==> src/rtl/calcore_pkg.sv <==
// Shared types and sizing for the profile store and its read sequencer.
package calcore_pkg;

    localparam int unsigned NUM_USERS  = 32;
    localparam int unsigned USER_IDX_W = 5;
    localparam int unsigned METRIC_W   = 12;

    // One profile record as streamed to consumers.
    typedef struct packed {
        logic [USER_IDX_W-1:0] index;
        logic [METRIC_W-1:0]   height;
        logic [METRIC_W-1:0]   weight;
    } user_rec_t;

    typedef enum logic [1:0] {
        StIdle,
        StFetch,
        StHold,
        StDone
    } reader_state_e;

endpackage

==> src/rtl/profile_reader.sv <==
// Read-side sequencer for the height/weight profile store: walks a user index
// range, registers each entry and streams it out over a valid/ready handshake.
module profile_reader
    import calcore_pkg::*;
#(
    parameter int unsigned NUM_USERS  = calcore_pkg::NUM_USERS,
    parameter int unsigned IDX_W      = calcore_pkg::USER_IDX_W,
    parameter int unsigned METRIC_W   = calcore_pkg::METRIC_W,
    parameter bit          SKIP_EMPTY = 1'b1
) (
    input  logic                clk,
    input  logic                rst,
    input  logic                start,
    input  logic [IDX_W-1:0]    first_idx,
    input  logic [IDX_W-1:0]    last_idx,
    output logic                busy,
    output logic                done,
    output logic [IDX_W-1:0]    mem_index,
    input  logic [METRIC_W-1:0] mem_height,
    input  logic [METRIC_W-1:0] mem_weight,
    output logic                rec_valid,
    input  logic                rec_ready,
    output logic [IDX_W-1:0]    rec_index,
    output logic [METRIC_W-1:0] rec_height,
    output logic [METRIC_W-1:0] rec_weight,
    output logic [IDX_W:0]      rec_count
);

    // Highest valid user slot; the scan stops here even if last_idx says otherwise.
    localparam logic [IDX_W-1:0] MaxIdx = IDX_W'(NUM_USERS - 1);

    reader_state_e    state_q;
    logic [IDX_W-1:0] cur_q;
    logic [IDX_W-1:0] last_q;
    user_rec_t        rec_q;
    logic [IDX_W:0]   rec_count_q;

    logic at_end;
    logic entry_empty;

    assign at_end      = (cur_q == last_q) || (cur_q == MaxIdx);
    assign entry_empty = SKIP_EMPTY && (mem_height == '0) && (mem_weight == '0);

    // Outputs decode directly from the state flop and datapath registers.
    assign busy       = (state_q != StIdle);
    assign done       = (state_q == StDone);
    assign rec_valid  = (state_q == StHold);
    assign mem_index  = (state_q == StIdle) ? '0 : cur_q;
    assign rec_index  = rec_q.index;
    assign rec_height = rec_q.height;
    assign rec_weight = rec_q.weight;
    assign rec_count  = rec_count_q;

    // Scan FSM and record datapath.
    always_ff @(posedge clk) begin
        if (rst) begin
            state_q     <= StIdle;
            cur_q       <= '0;
            last_q      <= '0;
            rec_q       <= '0;
            rec_count_q <= '0;
        end else begin
            unique case (state_q)
                StIdle: begin
                    if (start) begin
                        cur_q       <= first_idx;
                        last_q      <= last_idx;
                        rec_count_q <= '0;
                        state_q     <= (first_idx <= last_idx) ? StFetch : StDone;
                    end
                end
                StFetch: begin
                    rec_q.index  <= cur_q;
                    rec_q.height <= mem_height;
                    rec_q.weight <= mem_weight;
                    if (entry_empty) begin
                        // Empty slot: nothing to emit, move straight on.
                        if (at_end) begin
                            state_q <= StDone;
                        end else begin
                            cur_q <= cur_q + 1'b1;
                        end
                    end else begin
                        state_q <= StHold;
                    end
                end
                StHold: begin
                    if (rec_ready) begin
                        rec_count_q <= rec_count_q + 1'b1;
                        if (at_end) begin
                            state_q <= StDone;
                        end else begin
                            cur_q   <= cur_q + 1'b1;
                            state_q <= StFetch;
                        end
                    end
                end
                StDone: begin
                    state_q <= StIdle;
                end
                default: begin
                    state_q <= StIdle;
                end
            endcase
        end
    end

endmodule
==> config.mk <==
export PLATFORM = sky130hd
export DESIGN_NAME = profile_reader
export DESIGN_NICKNAME = d
export VERILOG_FILES = /design/src/rtl/calcore_pkg.sv /design/src/rtl/profile_reader.sv
export SDC_FILE = /design/constraint.sdc
export NUM_CORES = 1
export LEC_CHECK = 0
export ABC_AREA = 1
export CAP_MARGIN = 5
export CORE_MARGIN = 2
export CORE_UTILIZATION = 45
export CTS_BUF_LIST = sky130_fd_sc_hd__clkbuf_16
export CTS_CLUSTER_DIAMETER = 60
export DETAILED_ROUTE_END_ITERATION = 8
export HOLD_SLACK_MARGIN = 0.15
export PLACE_DENSITY_LB_ADDON = 0.3
export SLEW_MARGIN = 20
export SYNTH_ARGS = -nofsm -noshare
export SYNTH_HDL_FRONTEND = slang
export SYNTH_SLANG_ARGS = --single-unit
==> constraint.sdc <==
create_clock -name clk -period 3.8 [get_ports clk]
set_clock_uncertainty 0.1 [all_clocks]
set_input_delay 0.76 -clock clk [delete_from_list [all_inputs] [get_ports clk]]
set_output_delay 0.76 -clock clk [all_outputs]
set_load 0.03 [all_outputs]
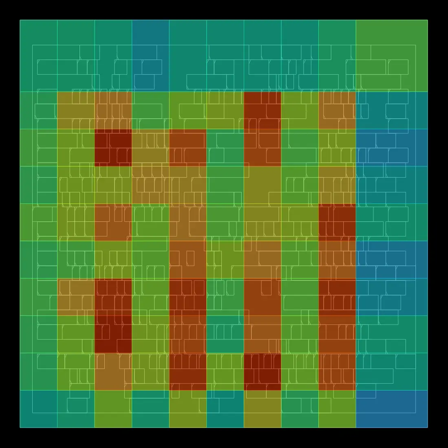
(run_1/congestion.png)
grt met1 use: 23.6%
global routing met3 resource utilization: 4.23%
Util after Layout: 67.7%
met2 Track Usage GR: 34.6%
DR WL/cell: 11.5 um

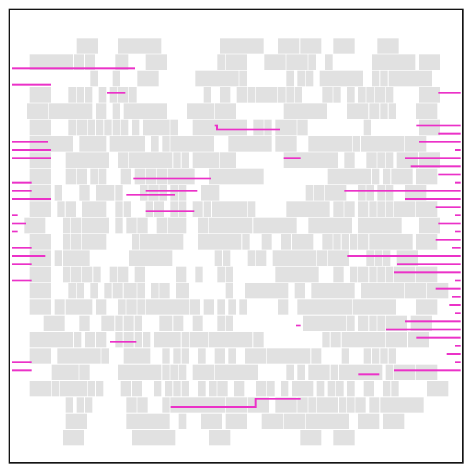
(run_1/layer_met3.png)
Scale: 6 px per um. Cells faint in the background.
longest straight run: 20.2 um
wire length on this layer: 339 um
Vias: 2302
final wirelength: 5440 um

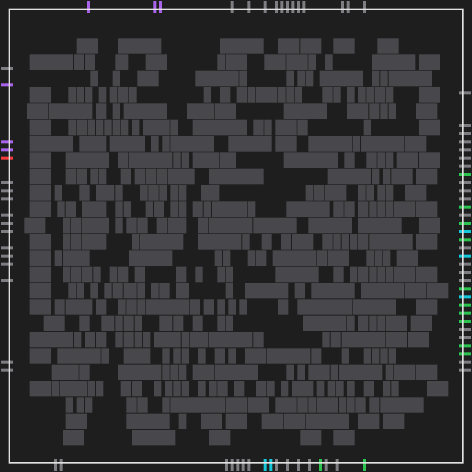
(run_1/io_placement.png)
Scale: 6 px per um. Pins as bars across the die edge, other pins in grey.
| colour | port | pins | direction | edge |
|---|---|---|---|---|
| green | rec_height | 12 | output | 10 east, 2 south |
| purple | rec_count | 6 | output | 3 west, 3 north |
| cyan | rec_index | 5 | output | 3 east, 2 south |
| red | rec_valid | 1 | output | west |
all pins by edge: 32 east, 17 west, 17 south, 15 north
Chip Height: 75.4 um
Chip Width: 75.4 um

[run 1: power breakdown]
part	internal [W]	switching, W	total, W
combinational	0.000520	0.000860	0.00138
sequential	0.000663	0.000107	0.000770
clock	0.000237	0.000176	0.000413
[run 1: synthesized netlist by cell type]
cell	number
a21oi_1	25
a21oi_2	1
a21oi_4	1
and3_1	1
buf_1	1
buf_2	1
buf_4	1
buf_6	1
clkbuf_1	7
clkinv_1	1
dfxtp_1	47
ha_1	12
inv_1	25
inv_2	6
nand2_1	54
nand2_2	3
nand2_4	2
nand3_1	14
nor2_1	79
nor3_1	1
nor3_4	1
o21ai_0	41
or2_2	1
or2_4	1
xnor2_1	1
xor2_1	1
[run 1: placed cells by master (no fill, tap or decap)]
master	instances
nor3_1	1
ha_1	12
clkbuf_16	5
or2_4	1
xnor2_1	1
a21oi_1	25
buf_4	1
or2_2	1
clkinv_2	1
nand2_1	54
clkinv_1	2
clkdlybuf4s50_1	80
nand3_1	14
nor2_1	79
and3_1	1
inv_2	6
dfxtp_1	47
nand2_4	2
a21oi_4	1
o21ai_0	41
xor2_1	1
nand2_2	3
nor3_4	1
inv_1	25
a21oi_2	1
[run 1: stage by stage]
stage	cells	instance area, um2	hold WS [ns]
global placement	466	3130	0.334
floorplan	329	2290	0.343
finish	473	3260	0.342
CTS	473	3260	0.346
global route	473	3260	0.363
detailed placement	466	3130	0.337
[run 1: per-layer routing]
layer  track usage (%)  routed length [um]
met5                 0                   0
met4              7.21                  58
met3              4.23                 338
met2              34.6                2590
met1              23.6                2450
[run 1: registers in the layout (all words and copies together) (netlist names)]
| register | count |
|---|---|
| last_q | 5 |
| cur_q | 5 |
| state_q | 2 |
| rec_index | 5 |
| rec_height | 12 |
| rec_count | 6 |
| rec_weight | 12 |
==> run notes, run 1 <==
flow finished, numbers: outcome=completed, Synth mux share=0%, Final nets=456, IO Pins=81, slew margin rel.=44.1%, cell family with most CP delay=buffers and inverters, initial antenna violation count=0, r2r startpoint=state_q[1]$_SDFFE_PP0P_, root buf cell=clkbuf_16, logic area=1180 um2, XOR-XNOR Cells, Area Fraction=0.765%, Worst VDD drop=445 uV, GRT Util Overall=19.7%, CTS sink count=around 47, Reg2Reg Depth=10, clk tree area frac=4.10%, measured slew at the worst slew-check pin=0.838 ns, row count=25, DRC viols=0, Leak=between 1 and 1.5 nW, drt via density=4.87, pre-CTS WS=1.18 ns, startpoint type of the worst setup path=flop, setup bufs post-CTS=0, main area contributors=dfxtp_1 (41%), nor2_1 (13%), o21ai_0 (9.0%), nand2_1 (8.8%), ha_1 (6.6%), Tmin final=between 2 and 3 ns, Signal buffers=81, area delta synth->final=42.4%, comb_multi_in=239, RSZ-0062 raised after global routing=false, ys flops=roughly 47, worst min path class=flop to flop, max-cap violations=0, Unique cell types=26, Basic Gates by Area=28.5%, Antenna Cells=0, PnR Total Power=between 0.002 and 0.003 W, largest net degree at the start of global routing=37, worst hold start=rec_count[5]$_SDFFE_PP0P_, Yosys top cell area share=41.1%, CP max stage cell=clkdlybuf4s50_1, GRT overflow=0, Critical Setup Path Class=flop to output port, fraction of area in registers=roughly 29%
==> run_1/layer_met2.png <==
Scale: 6 px per um. Cells faint in the background.
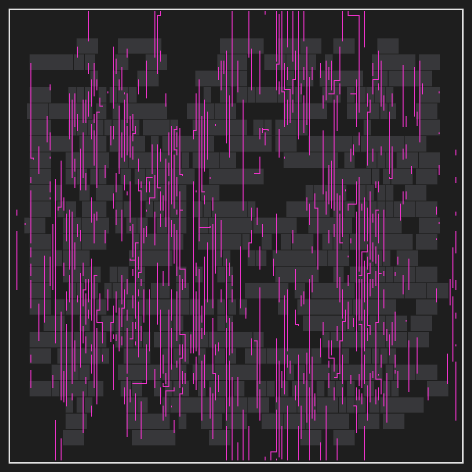

## Run 2: what changed since run 1
==> constraint.sdc (replaced) <==
create_clock -name clk -period 2.83 [get_ports clk]
set_clock_uncertainty 0.1 [all_clocks]
set_input_delay 0.566 -clock clk [delete_from_list [all_inputs] [get_ports clk]]
set_output_delay 0.566 -clock clk [all_outputs]
set_load 0.03 [all_outputs]
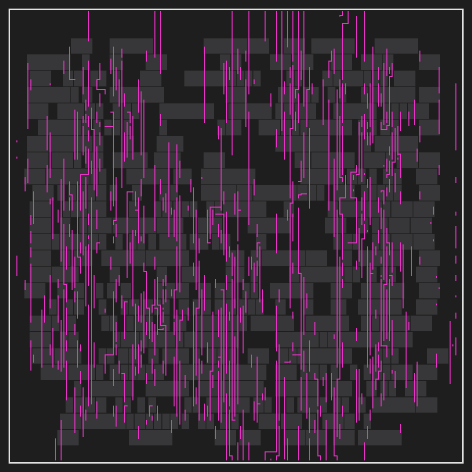
(run_2/layer_met2.png)
Scale: 6 px per um. Cells faint in the background.
wire length on this layer: 2660 um
nets with wire on the layer: 365
final wirelength: 5550 um
Vias: 2313

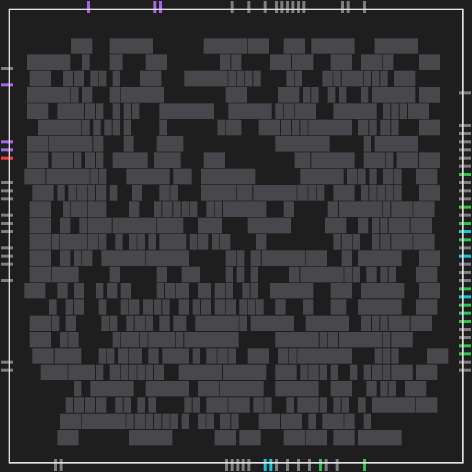
(run_2/io_placement.png)
Scale: 6 px per um. Pins as bars across the die edge, other pins in grey.
| colour | port | pins | direction | edge |
|---|---|---|---|---|
| cyan | rec_index | 5 | output | 3 east, 2 south |
| red | rec_valid | 1 | output | west |
| green | rec_height | 12 | output | 10 east, 2 south |
| purple | rec_count | 6 | output | 3 west, 3 north |
all pins by edge: 32 east, 17 west, 17 south, 15 north
port bufs: 80

==> run 2 against run 1 <==
First-iteration DRC count fell by 9.3%. Die size did not move. Design area rose by 0.92%. Non-clock buffer count rose by 4. Global-route usage rose by 0.23 points. Combinational power rose by 36%. Critical path type unchanged. Critical endpoint is now mem_index[1].
==> run notes, run 2 <==
flow finished, numbers: placed inst area=3160 um2, Critical Setup Path Class=flop to output port, Chip Height=75.4 um, Worst VDD drop=~550 uV, worst min path class=flop to flop, top cells by count, synth=nor2_1 (79), nand2_1 (54), dfxtp_1 (47), o21ai_0 (41), Unique cell types=26, dominant logic cell types in the final layout=clkdlybuf4s50_1 (80), nor2_1 (79), nand2_1 (54), largest net degree at the start of global routing=28, root buf cell=clkbuf_16, Tmin final=2.59 ns, drt via density=4.85, GRT Util Overall=roughly a fifth, DR WL/cell=between 10 and 15 um, measured slew at the worst slew-check pin=~0.48 ns, Reg2Reg Depth=7, Leak=~1.4 nW, Chip Width=75.4 um, outcome=completed, ys async rst share=0%, Commonest Layout Cell=clkdlybuf4s50_1, setup bufs post-CTS=0, Final Hold Slack=0.342 ns, final instance area=3290 um2, Synth mux share=0%, ys flops=47, slew margin rel.=67.9%, most common flop cell mapped by yosys=dfxtp_1, Antenna Cells=0, XOR-XNOR Cells, Area Fraction=less than 1%, dominant cell by count in the synthesized netlist=nor2_1, CTS sink count=around 47, startpoint type of the worst setup path=flop, number of enable flip-flop cells=0, max-cap violations=0
## run 2: power breakdown
part,switching (W),internal (W)
Clock,0.000232,0.000317
Combinational,0.00116,0.000710
Sequential,0.000142,0.000890
## run 2: area by class of cell
| type | instances | area [um2] | area share, % |
|---|---|---|---|
| inverters | 32 | 120 | 3.65 |
| flip-flops and latches | 47 | 941 | 28.6 |
| clock buffers | 5 | 125 | 3.80 |
| well taps | 67 | 83.8 | 2.55 |
| multi-input cells | 239 | 1180 | 35.7 |
| repair buffers | 85 | 838 | 25.5 |
| clock inverters | 2 | 8.76 | 0.266 |
## run 2: per-layer routing
metal	track usage (%)	up-vias	wire length, um
met5	0	-	0
met4	5.65	0	54
met3	4.37	5	367
met2	34.3	72	2660
met1	25.1	1023	2460
li1	-	1213	-
## run 2: worst paths after layout
| path | from | to | slack [ns] |
|---|---|---|---|
| worst max register to register | state_q[0]$_SDFFE_PP0P_ | rec_count[5]$_SDFFE_PP0P_ | 0.84 |
| worst min register to register | rec_count[5]$_SDFFE_PP0P_ | rec_count[5]$_SDFFE_PP0P_ | 0.34 |
| worst max-delay path | state_q[0]$_SDFFE_PP0P_ | mem_index[1] | 0.24 |
| worst min-delay path | rec_count[5]$_SDFFE_PP0P_ | rec_count[5]$_SDFFE_PP0P_ | 0.34 |
## run 2: metrics by stage
stage / std cells / util (%) / total power, W
floorplan: 329 / - / 0.00228
global placement: 470 / 65.6 / 0.00288
detailed placement: 470 / 65.6 / 0.00292
CTS: 477 / 68.4 / 0.00347
global route: 477 / 68.4 / 0.00370
finish: 477 / 68.4 / 0.00345
## run 2: critical path: stages, from the launching register on
cell and delay (ns):
dfxtp_1 0.38, inv_1 0.08, ha_1 0.34, nor2_1 0.16, clkdlybuf4s50_1 0.68
Power is estimated from default activity; no workload was simulated.
